File: src/rtl/axi_default_param_pkg.sv
// Default grid types for the AXI grid network: packed node ID with row in the
// upper half and column in the lower half, plus field helpers.
package axi_default_param_pkg;

  localparam int unsigned GridIdW = 8;
  localparam int unsigned GridFldW = GridIdW / 2;

  typedef logic [GridIdW-1:0] grid_id_t;

  function automatic logic [GridFldW-1:0] grid_row(input grid_id_t id);
    return id[GridIdW-1:GridFldW];
  endfunction

  function automatic logic [GridFldW-1:0] grid_col(input grid_id_t id);
    return id[GridFldW-1:0];
  endfunction

endpackage

File: src/rtl/axi_grid_fifo2.sv
// Two-entry registered FIFO with full/valid flags; entries and pointers are
// cleared on reset so the head reads as zero until the first push.
module axi_grid_fifo2 #(
  parameter type data_t = logic
) (
  input  logic  clk_i,
  input  logic  srst_i,
  input  logic  push_i,
  input  data_t data_i,
  output logic  full_o,
  input  logic  pop_i,
  output logic  valid_o,
  output data_t data_o
);

  data_t       r_mem [2];
  logic        r_wptr;
  logic        r_rptr;
  logic [1:0]  r_cnt;
  logic        w_push;
  logic        w_pop;

  assign full_o  = (r_cnt == 2'd2);
  assign valid_o = (r_cnt != 2'd0);
  assign data_o  = r_mem[r_rptr];
  assign w_push  = push_i && !full_o;
  assign w_pop   = pop_i && valid_o;

  always_ff @(posedge clk_i) begin
    if (srst_i) begin
      r_mem[0] <= '0;
      r_mem[1] <= '0;
      r_wptr   <= 1'b0;
      r_rptr   <= 1'b0;
      r_cnt    <= 2'd0;
    end else begin
      if (w_push) begin
        r_mem[r_wptr] <= data_i;
        r_wptr        <= ~r_wptr;
      end
      if (w_pop) r_rptr <= ~r_rptr;
      // Simultaneous push and pop leaves the count unchanged.
      case ({w_push, w_pop})
        2'b10:   r_cnt <= r_cnt + 2'd1;
        2'b01:   r_cnt <= r_cnt - 2'd1;
        default: r_cnt <= r_cnt;
      endcase
    end
  end

endmodule

File: src/rtl/axi_grid_vh_split.sv
// XY-routing split: beats whose destination column differs from this node go
// horizontal, all others vertical; each output is buffered by its own FIFO.
module axi_grid_vh_split #(
  parameter type grid_id_t = axi_default_param_pkg::grid_id_t,
  parameter type chan_t    = axi_default_param_pkg::grid_id_t,
  parameter grid_id_t NI_ID = '0
) (
  input  logic     clk_i,
  input  logic     srst_i,
  input  grid_id_t did_i,
  input  grid_id_t sid_i,
  input  chan_t    chan_i,
  input  logic     valid_i,
  output logic     ready_o,
  output grid_id_t v_did_o,
  output grid_id_t v_sid_o,
  output chan_t    v_chan_o,
  output logic     v_valid_o,
  input  logic     v_ready_i,
  output grid_id_t h_did_o,
  output grid_id_t h_sid_o,
  output chan_t    h_chan_o,
  output logic     h_valid_o,
  input  logic     h_ready_i
);

  localparam int unsigned ColW = $bits(grid_id_t) / 2;

  typedef struct packed {
    grid_id_t did;
    grid_id_t sid;
    chan_t    chan;
  } beat_t;

  logic [ColW-1:0] w_did_col;
  logic            w_to_h;
  logic            w_v_full;
  logic            w_h_full;
  logic            w_push;
  beat_t           w_beat;
  beat_t           w_v_head;
  beat_t           w_h_head;

  assign w_did_col = did_i[ColW-1:0];
  assign w_to_h    = (w_did_col != NI_ID[ColW-1:0]);

  // Ready looks only at the selected FIFO's fill level, never at the output
  // readies, so a full FIFO refuses even when it is popping this cycle.
  assign ready_o = w_to_h ? !w_h_full : !w_v_full;
  assign w_push  = valid_i && ready_o;
  assign w_beat  = '{did: did_i, sid: sid_i, chan: chan_i};

  axi_grid_fifo2 #(.data_t(beat_t)) u_v_fifo (
    .clk_i   (clk_i),
    .srst_i  (srst_i),
    .push_i  (w_push && !w_to_h),
    .data_i  (w_beat),
    .full_o  (w_v_full),
    .pop_i   (v_ready_i),
    .valid_o (v_valid_o),
    .data_o  (w_v_head)
  );

  axi_grid_fifo2 #(.data_t(beat_t)) u_h_fifo (
    .clk_i   (clk_i),
    .srst_i  (srst_i),
    .push_i  (w_push && w_to_h),
    .data_i  (w_beat),
    .full_o  (w_h_full),
    .pop_i   (h_ready_i),
    .valid_o (h_valid_o),
    .data_o  (w_h_head)
  );

  assign v_did_o  = w_v_head.did;
  assign v_sid_o  = w_v_head.sid;
  assign v_chan_o = w_v_head.chan;
  assign h_did_o  = w_h_head.did;
  assign h_sid_o  = w_h_head.sid;
  assign h_chan_o = w_h_head.chan;

endmodule
File: config.mk
export PLATFORM = sky130hd
export DESIGN_NAME = axi_grid_vh_split
export DESIGN_NICKNAME = d
export VERILOG_FILES = /design/src/rtl/axi_default_param_pkg.sv /design/src/rtl/axi_grid_fifo2.sv /design/src/rtl/axi_grid_vh_split.sv
export SDC_FILE = /design/constraint.sdc
export NUM_CORES = 1
export LEC_CHECK = 0
export CORE_ASPECT_RATIO = 1.1
export CORE_MARGIN = 8
export CORE_UTILIZATION = 55
export DETAILED_ROUTE_END_ITERATION = 6
export MAX_ROUTING_LAYER = met4
export PLACE_DENSITY = 0.83
export SLEW_MARGIN = 30
export SYNTH_ARGS = -nofsm -noshare
export SYNTH_HDL_FRONTEND = slang
export SYNTH_SLANG_ARGS = --single-unit
File: constraint.sdc
create_clock -name clk_i -period 9.8 [get_ports clk_i]
set_input_delay 1.96 -clock clk_i [delete_from_list [all_inputs] [get_ports clk_i]]
set_output_delay 1.96 -clock clk_i [all_outputs]
set_load 0.1 [all_outputs]
met2.png
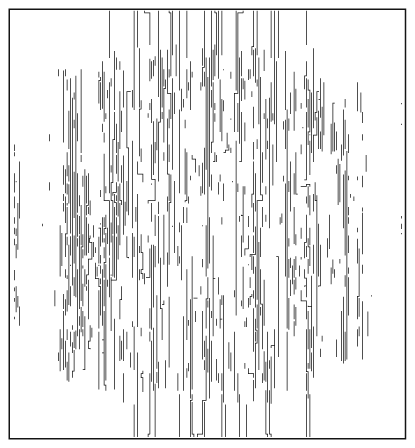
wire length on this layer: 5080 um
main direction: vertical
longest straight run: 57.8 um
GR Layer Usage met2: 30.98%
Post-Route WL: 9.321 mm
Vias: 2690

final_congestion.png
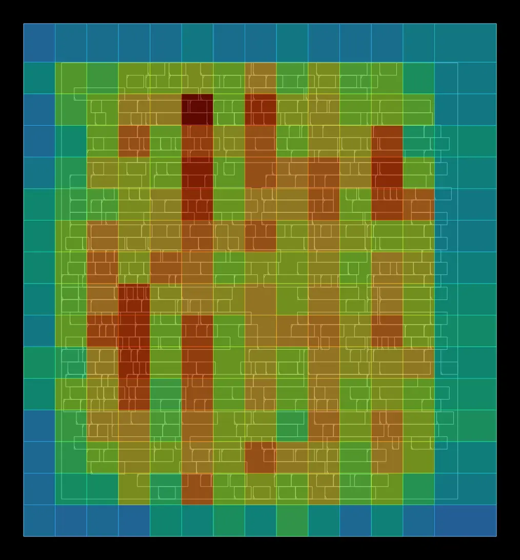
wire per inst: 18.10 um
GR Util All Layers: 17.15%
met3 usage: 2.559%
Final Util: 69.71%
GR peak layer: met2

drive_strength.png
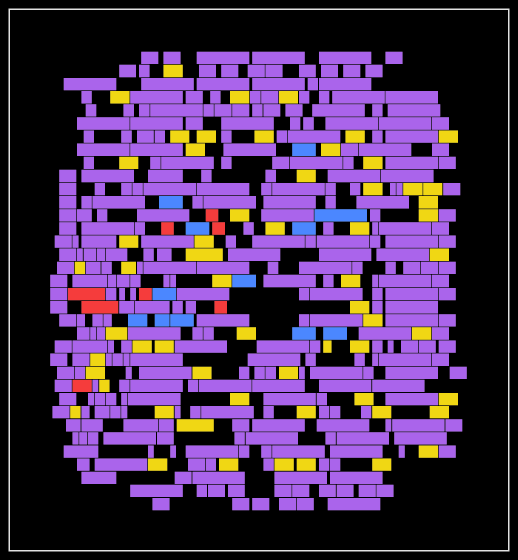
[purple] drive 1 or less | cells: 325 | share: 80% | most used: edfxtp_1
[yellow] drive 2 | cells: 59 | share: 15% | most used: mux2_2
[red] drive 3 to 4 | cells: 8 | share: 2.0% | most used: buf_4
[blue] drive 6 and up | cells: 12 | share: 3.0% | most used: clkbuf_8
final instance area: 0.005739 mm^2
setup ws final: 3.553 ns
Area Growth Syn to Fin: 24.75%
Signal buffers: 84

met1.png
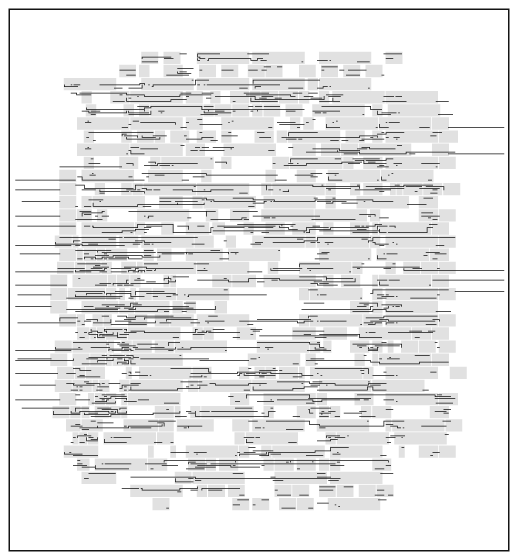
longest straight run: 46.5 um
main direction: horizontal
nets with wire on the layer: 404
M1 GR Usage: 18.79%

==> impl_metrics.env <==
# source this file to load flow results
export IMPL_finalClockPeriodUsage_pct=63.75
export IMPL_topRoutingLayerUsed="met4"
export IMPL_io_pins=80
export IMPL_non_clock_buffer_area_share_pct=14.50
export IMPL_holdPathStages=2
export IMPL_holdPathEnd="u_h_fifo.r_cnt[1]"
export IMPL_simple_gate_area_share_pct=15.42
export IMPL_synth_area_leader_cell="edfxtp_1"
export IMPL_core_area_mm2=0.008233
export IMPL_topCellsByArea="edfxtp_1 (63%), mux2_2 (12%), and2_1 (11%), dfxtp_1 (4.4%), clkbuf_1 (1.1%)"
export IMPL_worstSetupStartpoint="did_i[1]"
export IMPL_drtPass1Iterations=4
export IMPL_cp_data_arrival_time_ns=4.29
export IMPL_startpoint_type="primary input"
export IMPL_drc=0
export IMPL_synth_edff_count=96
export IMPL_p_leak_nw=2.119
export IMPL_die_w_um=103.2
export IMPL_top_cell="edfxtp_1"
export IMPL_skew_ns=0.006724
export IMPL_crit_chain="clkdlybuf4s50_1 -> or4_4 -> a21oi_1 -> clkdlybuf4s50_1"
export IMPL_p_int_mw=0.8131
export IMPL_layout_drive_gt1_share_pct=19.55
export IMPL_worstSkewPairLatency_ns=0.34
export IMPL_antenna_found_initial=0
export IMPL_cp_end_kind="output pin"
export IMPL_yosys_area_share_adder_pct=0.5439
export IMPL_switching_share_pct=42.23
export IMPL_wl_met2_mm=5.080
export IMPL_lay_top_count="edfxtp_1"
export IMPL_compound_area_share_pct=1.849
export IMPL_fp_util_pct=55.88
export IMPL_yosys_warnings=0
export IMPL_reg_top3="u_h_fifo.r_mem (48), u_v_fifo.r_mem (48)"
export IMPL_gr_total_overflow=0
export IMPL_synthArstFlopShare_pct=0
export IMPL_comb_area_share_pct=25.68
export IMPL_comb_multi_input_count=192
export IMPL_floorplan_die_area_mm2=0.01155
export IMPL_clock_root_buffer="clkbuf_8"
export IMPL_met1Wirelength_mm=3.712
export IMPL_yosysTopAreaCellShare_pct=62.66
export IMPL_antenna_left=0
export IMPL_yosysChipArea_mm2=0.004601
export IMPL_clk_path_buf_depth=2
export IMPL_synthesis_area_mm2=0.004601
export IMPL_dominant_cells="registers"
export IMPL_ff2ff_path_depth=5
export IMPL_path_max_fanout=4
export IMPL_ys_cells=314
export IMPL_inv_count=7
export IMPL_dpl_hpwl_mm=6.405
export IMPL_hp_class="reg -> reg"
export IMPL_reg2reg_to="u_h_fifo.r_mem[0][10]"
export IMPL_vias_per_cell=5.223
export IMPL_comb_power_mw=0.572
export IMPL_antennaDiodeCount=0
export IMPL_seq_area_mm2=0.003085
export IMPL_fin_total_pwr_mw=1.408
export IMPL_power_top_group="registers"
export IMPL_min_from="u_h_fifo.r_cnt[1]"
export IMPL_placed_area_mm2=0.005537
export IMPL_design_seq_count=106
export IMPL_cts_made_buffers=9
export IMPL_postSynthCellCount=314
export IMPL_min_period_ns=6.247
export IMPL_crit_end="ready_o"
export IMPL_slew_viol_final=0
export IMPL_yosysUniqueCellTypes=27
export IMPL_cp_num_cells=4
export IMPL_synth_avg_cell_area_um2=14.65
export IMPL_seqPwrFrac_pct=41.3
export IMPL_nWellTaps=111
export IMPL_critPathTopFamily="buffers and inverters"
export IMPL_final_nets=431
export IMPL_cts_setup_buffers=0
export IMPL_critical_path_slowest_cell="clkdlybuf4s50_1"
export IMPL_mux_area_share_pct=11.75
export IMPL_first_iter_violations=123
export IMPL_yosys_dominant_comb_family="simple AND/OR/NAND/NOR gates"
export IMPL_seq_cell_share_pct=53.76
export IMPL_xor_share_pct=1.142
export IMPL_hold_viol=0
export IMPL_portBuffers=79
export IMPL_area_share_clock_buf_inv_pct=3.183
export IMPL_cp_slowest_stage_delay_ns=1.15
export IMPL_grt_pass1_vias=2944
export IMPL_clock_fmax_ghz=0.1601
export IMPL_clock_buffers=10
export IMPL_instances_no_fill=515
export IMPL_rsz0062_at_grt="no"
export IMPL_criticalPathCategory="in -> out"
export IMPL_gp_congestion=0.7757
export IMPL_grt_pass1_wl_mm=14.75
export IMPL_wl_met3_um=436
export IMPL_rrSetupSlack_ns=7.53
export IMPL_clkPwrFrac_pct=18.1
export IMPL_n_fill_cell=574
export IMPL_r2r_start="u_h_fifo.r_cnt[0]"
export IMPL_die_h_um=111.9
export IMPL_ys_flop_type="edfxtp_1"
export IMPL_comb_area_mm2=0.001474
export IMPL_htreeDepth=3
export IMPL_dp_cells=499
export IMPL_max_cap_viol_count=0
export IMPL_slew_headroom_pct=33.13
export IMPL_crit_required_ns=7.84
export IMPL_most_common_layout_cells="edfxtp_1 (96), and2_1 (80), clkdlybuf4s50_1 (79)"
export IMPL_worstMarginPinSlew_ns=1.000
export IMPL_crit_buf_inv=2
export IMPL_post_cts_resized=0
export IMPL_p_sw_mw=0.5945
export IMPL_ir_drop_uv=231.5
export IMPL_ys_seq_elements=106
export IMPL_combPwrFrac_pct=40.7
export IMPL_p_seq_mw=0.581
export IMPL_cts_sinks=106
export IMPL_cts_tree="done"
export IMPL_tns_ns=0
export IMPL_whs_ns=0.5369
export IMPL_pwr_group_clock_mw=0.255
export IMPL_finalSetupViolations=0
export IMPL_synthTopCellsByCount="edfxtp_1 (96), and2_1 (80), mux2_2 (48)"
export IMPL_synth_seq_share_pct=67.01
export IMPL_worst_path_most_repeated_cell="clkdlybuf4s50_1"
export IMPL_path_clk_slew_ns=0.09
export IMPL_status="finished, final reports clean"
export IMPL_rows=35
export IMPL_place_ws_ns=3.554
export IMPL_powerDensity_mw_per_mm2=245.2
export IMPL_grt_max_degree=25
export IMPL_cts_hold_buf=0
export IMPL_warnings=26
